Design uart_tx_frame, sky130hd; sources not shown.
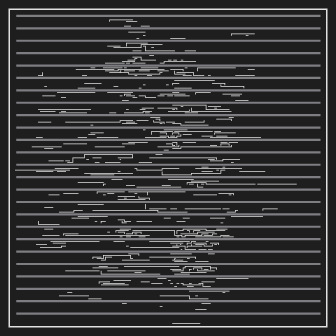
Figure 1: run 1, signal wires on met1.
Supply wires on this layer in gray.
wire length on this layer: 1250 um
nets with wire on the layer: 163
main direction: horizontal
share of all routed wire: 44%
longest straight run: 18.4 um
vias post-DR: 1110
final wirelength: 2.86 mm
met1 capacity usage during global routing: 15.8%

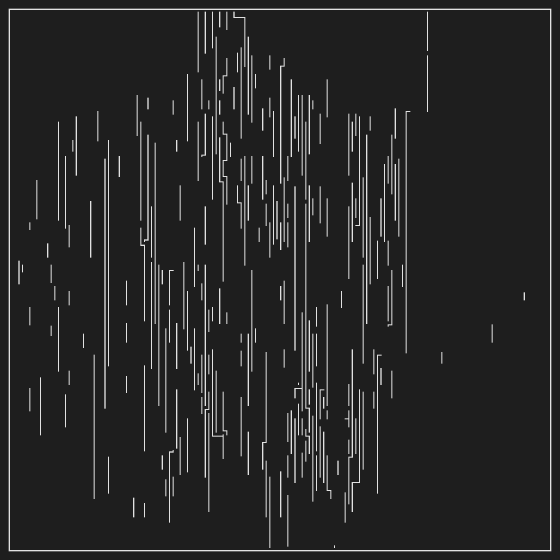
Figure 2: run 1, the metal 2 layer.
nets with wire on the layer: 161
share of all routed wire: 51%
wire length on this layer: 1440 um
longest straight run: 32.0 um
main direction: vertical
GR met2 Demand/Resource: 22.2%

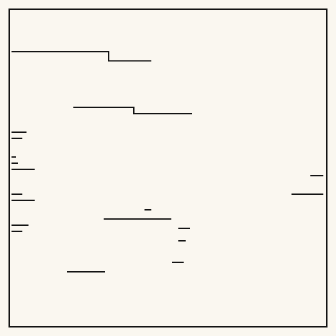
Figure 3: run 1, met3 routing.
longest straight run: 21.2 um
main direction: horizontal
met3 GRT Util: 4.94%

==> commit_impl_results.txt, run 1 <==
Store results of the implementation flow

- Worst setup slack for register-to-register paths: 2.35 ns
* Total congestion overflow after global routing: 0
- The final max-slew violation count recorded for this run is 0.
- Dominant kind of combinational cell: multiplexers
- For this run, the chip area from Yosys synthesis comes to 1590 sq um.
- Outcome: completed
* Commonest Layout Cell: sky130_fd_sc_hd__dfrtp_1
* Wire length of the first global-routing pass: 5.04 mm
* Fraction of standard cell area in multi-input logic: 42.3%
- TritonCTS clock tree: yes
- Number of buffers added by the clock tree synthesis step: 5
- Hold is met by 0.518 ns.
- Number of distinct library cells after synthesis: 40
* Number of iterations in the first detailed-routing pass: 6
- Share of synthesized cell area in and, or, nand and nor gates: 13.3%
* # nets final: 189
- Total of fill cells in the finished design: 383
* Flip-flop and latch area: 727 sq um
* Part of the Yosys area used for sequential elements: 45.9%
- Overall Power: 476 uW
- Horizontal die size: 69.3 um
* Critical path launch point type: register
- Between the synthesized netlist and the finished layout, the area growth was recorded as 22.4%.
* Post-CTS Setup Inserts: 0
- Buffering stage count on the worst path with inverters included: 2
- The first routing iteration left 21 violations.
* Clock network share of area: 4.64%
* Worst clock skew on the final layout: 0.00989 ns
- Area share of buffers outside the clock network: 10.7%
* Crit. path cell count: 3
- Cell-by-cell trace of the critical path: nor3_1, inv_1, clkdlybuf4s50_1
- Clock transition at path regs: 0.06 ns
- The detailed router put a total of 1.25 mm of wire on met1.
- Share of total power in combinational logic: 4.5%
- The tree is rooted in a sky130_fd_sc_hd__clkbuf_8.
- Sorting the Yosys area breakdown by cell type puts at the top sky130_fd_sc_hd__dfrtp_1.
- Per the timing report, the achievable frequency comes out to 0.344 GHz.
- The floorplan has 24 rows.
* Maximum vdd ir drop: 0.145 mV
* Top cells by count: 28 x sky130_fd_sc_hd__dfrtp_1, 14 x sky130_fd_sc_hd__nor2_1, 10 x sky130_fd_sc_hd__mux2_2, 10 x sky130_fd_sc_hd__nand2_1, 10 x sky130_fd_sc_hd__xnor2_1
* Vias in the first global route: 1092
- Required time at the endpoint of the critical path: 3.56 ns
- The post-placement cell area is 1840 sq um.
- Routed signal wires occupy layers up through met4.
* Seq/total area: 37.5%
- Proportion of total power due to net switching: 20.4%
* Seq Cell Count: 29
* Number of nets at floorplan: 165
* Part of the total power dissipated in the clock network: 43.6%
* Area of the core: 4350 sq um
- Post-cts resize count: 0
- Data arrives at the worst endpoint at 1.72 ns.
- GPL Wtd Cong: 0.764
- After synthesis, the share of flip-flops with an asynchronous set or reset is 100%.
* Total I/O pin count: 21
- The tool flagged a number of max-cap violations equal to 0.
* Worst setup EP type: output pin
- A synthesized cell averages 11.2 sq um.
- Hold Path Cell Cnt: 1
- Worst Max-Slew Pin Slew: 0.728 ns
- Slew headroom: 51.5%
- RSZ-0062 raised after global routing: no
- Xor/xnor share: 9.71%
- Antenna viol nets, final: 0
- Ranked by power, first place goes to sequential cells.
* Largest net degree at the start of global routing: 30
* Cell count in the Yosys report: 142
* Global route hottest layer: met2
- Worst min-delay path class: reg2reg
- Post-Synth AOI/OAI Area: 9.23%
- The synthesized netlist handed to floorplanning was reported with a cell count of 142.
- Summed over all cells, the static leakage comes to 0.836 nW.
- Looking at the gate-level netlist, the highest instance count belongs to sky130_fd_sc_hd__dfrtp_1.
* Mux contribution to synthesized area: 15.5%
* Critical path's largest stage delay: 0.47 ns
* Adder Area Share: 3.16%
- Logic depth along the worst register-to-register path is recorded as 7.
- Across the placement rows, the number of tap cells is 52.
* Total die size: 4800 sq um
* Multi-input combinational cell area: 821 sq um
* # DRC: 0
- Routed met2 length: 1.44 mm
- Y dimension of the die: 69.3 um
* Cell count after placement: 211
* Layout cell share with drive strength beyond 1: 14.4%
- Power per Cell Area: 245 nW/um^2
- In the final report, the number of endpoints failing setup comes to 0.
* Post-DP HPWL: 2.14 mm
* Hold Violations, Final: 0
* Sink count of the clock tree: 29
* Least setup slack across all paths after layout: 1.84 ns
- The synthesized design contains 0 enable-type register cells.
* Netlist Area Pre-Place: 1590 sq um
- Insertion delay to the later sink of the worst-skew pair: 0.28 ns
- Multi-input gates: 101
- After layout, the buffer instance count without clock buffers stands at 21.
* Post-layout period usage of the worst path: 61.2%
- Top-area cell share: 44.2%
- Measured on the finished design, the core utilization comes to 44.6%.
- On the critical path, the stage with the largest delay is an instance of sky130_fd_sc_hd__dfrtp_1.
- The flow reports power dissipated in combinational cells as 21.4 uW.
- Summing all non-filler instances in the final layout gives an area of 1940 sq um.
--- run 2 (diff from run 1) ---
--- a/config.mk
+++ b/config.mk
@@ -7,7 +7,7 @@
 export LEC_CHECK = 0
 export CORE_UTILIZATION = 35
 export DETAILED_ROUTE_END_ITERATION = 7
-export PLACE_DENSITY = 0.64
+export PLACE_DENSITY = 0.66
 export SETUP_SLACK_MARGIN = 0.5
 export SLEW_MARGIN = 20
 export SYNTH_ARGS = -nofsm -noshare
==> constraint.sdc (replaced) <==
create_clock -name CLK -period 2.6 [get_ports CLK]
set_input_delay 0.65 -clock CLK [delete_from_list [all_inputs] [get_ports CLK]]
set_output_delay 0.65 -clock CLK [all_outputs]
set_load 0.005 [all_outputs]
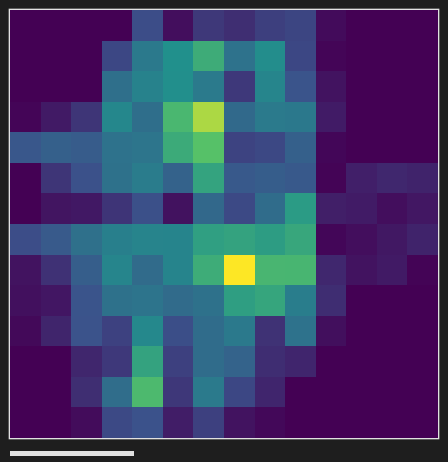
Figure 4: run 2, wiring heat map.
Scale bar: 20 um. 14 x 14 tiles, from dark purple (low) to yellow (high), scaled to the fullest tile. Values are wire area over tile area, all layers added.
fullest tile: 0.51
nearly empty tiles: 30%
emptiest ninth of the die: bottom right
densest ninth of the die: middle
tiles over half the peak: 9.7%
vias post-DR: 1148
GRT Util Overall: 15.0%
final wirelength: 3.25 mm
routed length per instance: 14.1 um

==> run 2 against run 1 <==
Compared with the run above:
- power rose by 75%
- largest cell class unchanged
- worst hold slack got worse by 0.00091 ns
- highest routed layer unchanged
- via count rose by 3.4%
- clock-buffer cell count did not move
- core utilization rose by 2.8 points
- critical path depth rose by 4
- sequential share of layout area fell by 2.0 points
- clock power rose by 66%
==> commit_impl_results.txt, run 2 <==
Store results of the implementation flow

- The net count after synthesis is 165 (unchanged).
* Clock transition at path regs: 0.06 ns (about the same)
- Worst hold slack after final layout: 0.517 ns (-0.000909 ns)
- The die height is 69.3 um (unchanged).
- Hold Violations, Final: 0 (unchanged)
- The leakage power is 0.872 nW (+4.2%).
- The layout filler cell count is 376 (-1.8%).
- The post-layout instance area was 2060 sq um (+6.3%).
- Share of synthesized cell area in and, or, nand and nor gates: 13.3% (unchanged)
- The number of cells in the yosys synthesis report was 142 (unchanged).
- In the finished design, the share of the clock period the worst path needs comes to 83.5%.
- Final core utilization: 47.4% (+2.8 points)
- The post-route DRC violation count was 0 (unchanged).
- The number of standard-cell rows in the floorplan came to 24 (unchanged).
* Least setup slack across all paths after layout: 0.428 ns (-1.42 ns)
- The met2 wire length is 1.67 mm (+15%).
- Maximum vdd ir drop: 0.316 mV (+120%)
* Mux contribution to synthesized area: 15.5% (unchanged)
* Dominant power group: sequential cells
* Dominant kind of combinational cell: multiplexers
* Length in cells of the worst reg-to-reg path: 7 (unchanged)
* Seq/total area: 35.5% (-2.0 points)
- The unique cell type count in the Yosys netlist was 40 (unchanged).
* Met3 GRT Util: 2.62% (-2.3 points)
- The cell count along the critical path came to 7 (+4).
* # nets final: 200 (+5.8%)
* Outcome: completed
* Worst clock skew on the final layout: 0.00264 ns (-0.00726 ns)
- TritonCTS clock tree: yes
- Critical path launch point type: register
- Buffering stage count on the worst path with inverters included: 0 (-2)
* Final setup violation count: 0 (unchanged)
* DR top layer: met4
- Post-Synth AOI/OAI Area: 9.23% (unchanged)
- The cell depth of the worst hold path came to 1 (unchanged).
* Number of buffers added by the clock tree synthesis step: 5 (unchanged)
- Cell accounting for the most synthesized area: sky130_fd_sc_hd__dfrtp_1
* Met1 capacity usage during global routing: 16.8% (+1.1 points)
- STA classifies the critical path endpoint as a register.
- The proportion of register bits with asynchronous set or reset after synthesis was 100% (unchanged).
* Starting DRC count in detailed routing: 39 (+86%)
- Total I/O pin count: 21 (unchanged)
- The xor/xnor cell area share of the yosys netlist was 9.71% (unchanged).
- Top cells by count: 28 x sky130_fd_sc_hd__dfrtp_1, 14 x sky130_fd_sc_hd__nor2_1, 10 x sky130_fd_sc_hd__mux2_2, 10 x sky130_fd_sc_hd__nand2_1, 10 x sky130_fd_sc_hd__xnor2_1
- The fraction of power consumed by the clock network came to 41.1% (-2.5 points).
- Critical path's largest stage delay: 0.50 ns (+0.03 ns)
- The total area of multi-input combinational cells is 865 sq um (+5.3%).
* Worst min-delay path class: reg2reg
* Clock network share of area: 3.88% (-0.76 points)
* Number of max-cap violations: 0 (unchanged)
- Seq Cell Count: 29 (unchanged)
* Worst setup slack for register-to-register paths: 0.43 ns (-1.92 ns)
- Top-area cell share: 44.2% (unchanged)
- Slew headroom: 61.4% (+9.9 points)
* GPL Wtd Cong: 0.843 (+10%)
- The count of flip-flops with a built-in enable after synthesis came to 0 (unchanged).
- The combinational share of cell area was 41.9% (-0.37 points).
* Worst Max-Slew Pin Slew: 0.578 ns (-0.150 ns)
- Netlist Area Pre-Place: 1590 sq um (unchanged)
- Part of the Yosys area used for sequential elements: 45.9% (unchanged)
- The layout buffering overhead excluding clock cells was 14.1% (+3.4 points).
* RSZ-0062 raised after global routing: yes
- Antenna viol nets, final: 0 (unchanged)
* Required time at the endpoint of the critical path: 2.80 ns (-0.76 ns)
- The total number of clock tree sinks was 29 (unchanged).
- Area of the core: 4350 sq um (unchanged)
- Placed standard-cell area: 1860 sq um (+1.4%)
* Global route hottest layer: met2
- The top cell type in the final layout, fill and taps aside, is sky130_fd_sc_hd__dfrtp_1.
- Multi-input gates: 101 (unchanged)
* Horizontal die size: 69.3 um (unchanged)
- The root buffer cell chosen for the clock tree is sky130_fd_sc_hd__clkbuf_8.
- The cell count after synthesis was 142 (unchanged).
- Total die size: 4800 sq um (unchanged)
- Wire length on met1: 1.42 mm (+14%)
* Cell count after placement: 213 (+0.95%)
- Looking at the gate-level netlist, the highest instance count belongs to sky130_fd_sc_hd__dfrtp_1.
* Post-cts resize count: 8 (+8)
- The combinational logic power was 39.4 uW (+84%).
- The yosys stat chip area was 1590 sq um (unchanged).
- The switching share of power is 20.1% (-0.31 points).
- Wire length of the first global-routing pass: 5.58 mm (+11%)
- The tapcell count came to 52 (unchanged).
- The pin count of the biggest net entering global routing came to 30 (unchanged).
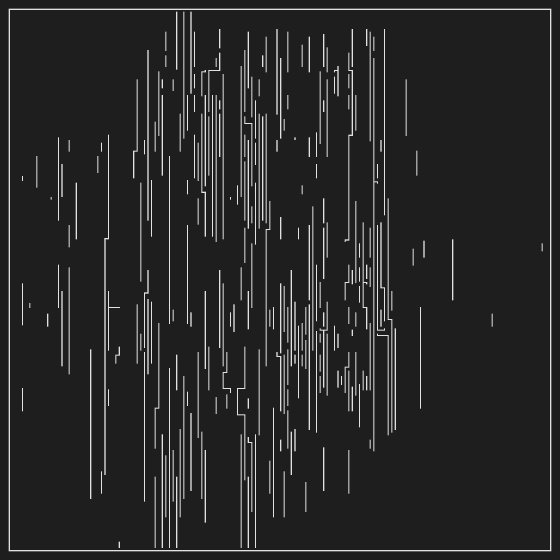
Figure 5: run 2, the metal 2 layer.
main direction: vertical
share of all routed wire: 51%
GR met2 Demand/Resource: 25.4%

Power figures rest on the tool's default switching activity, not on a simulated workload.
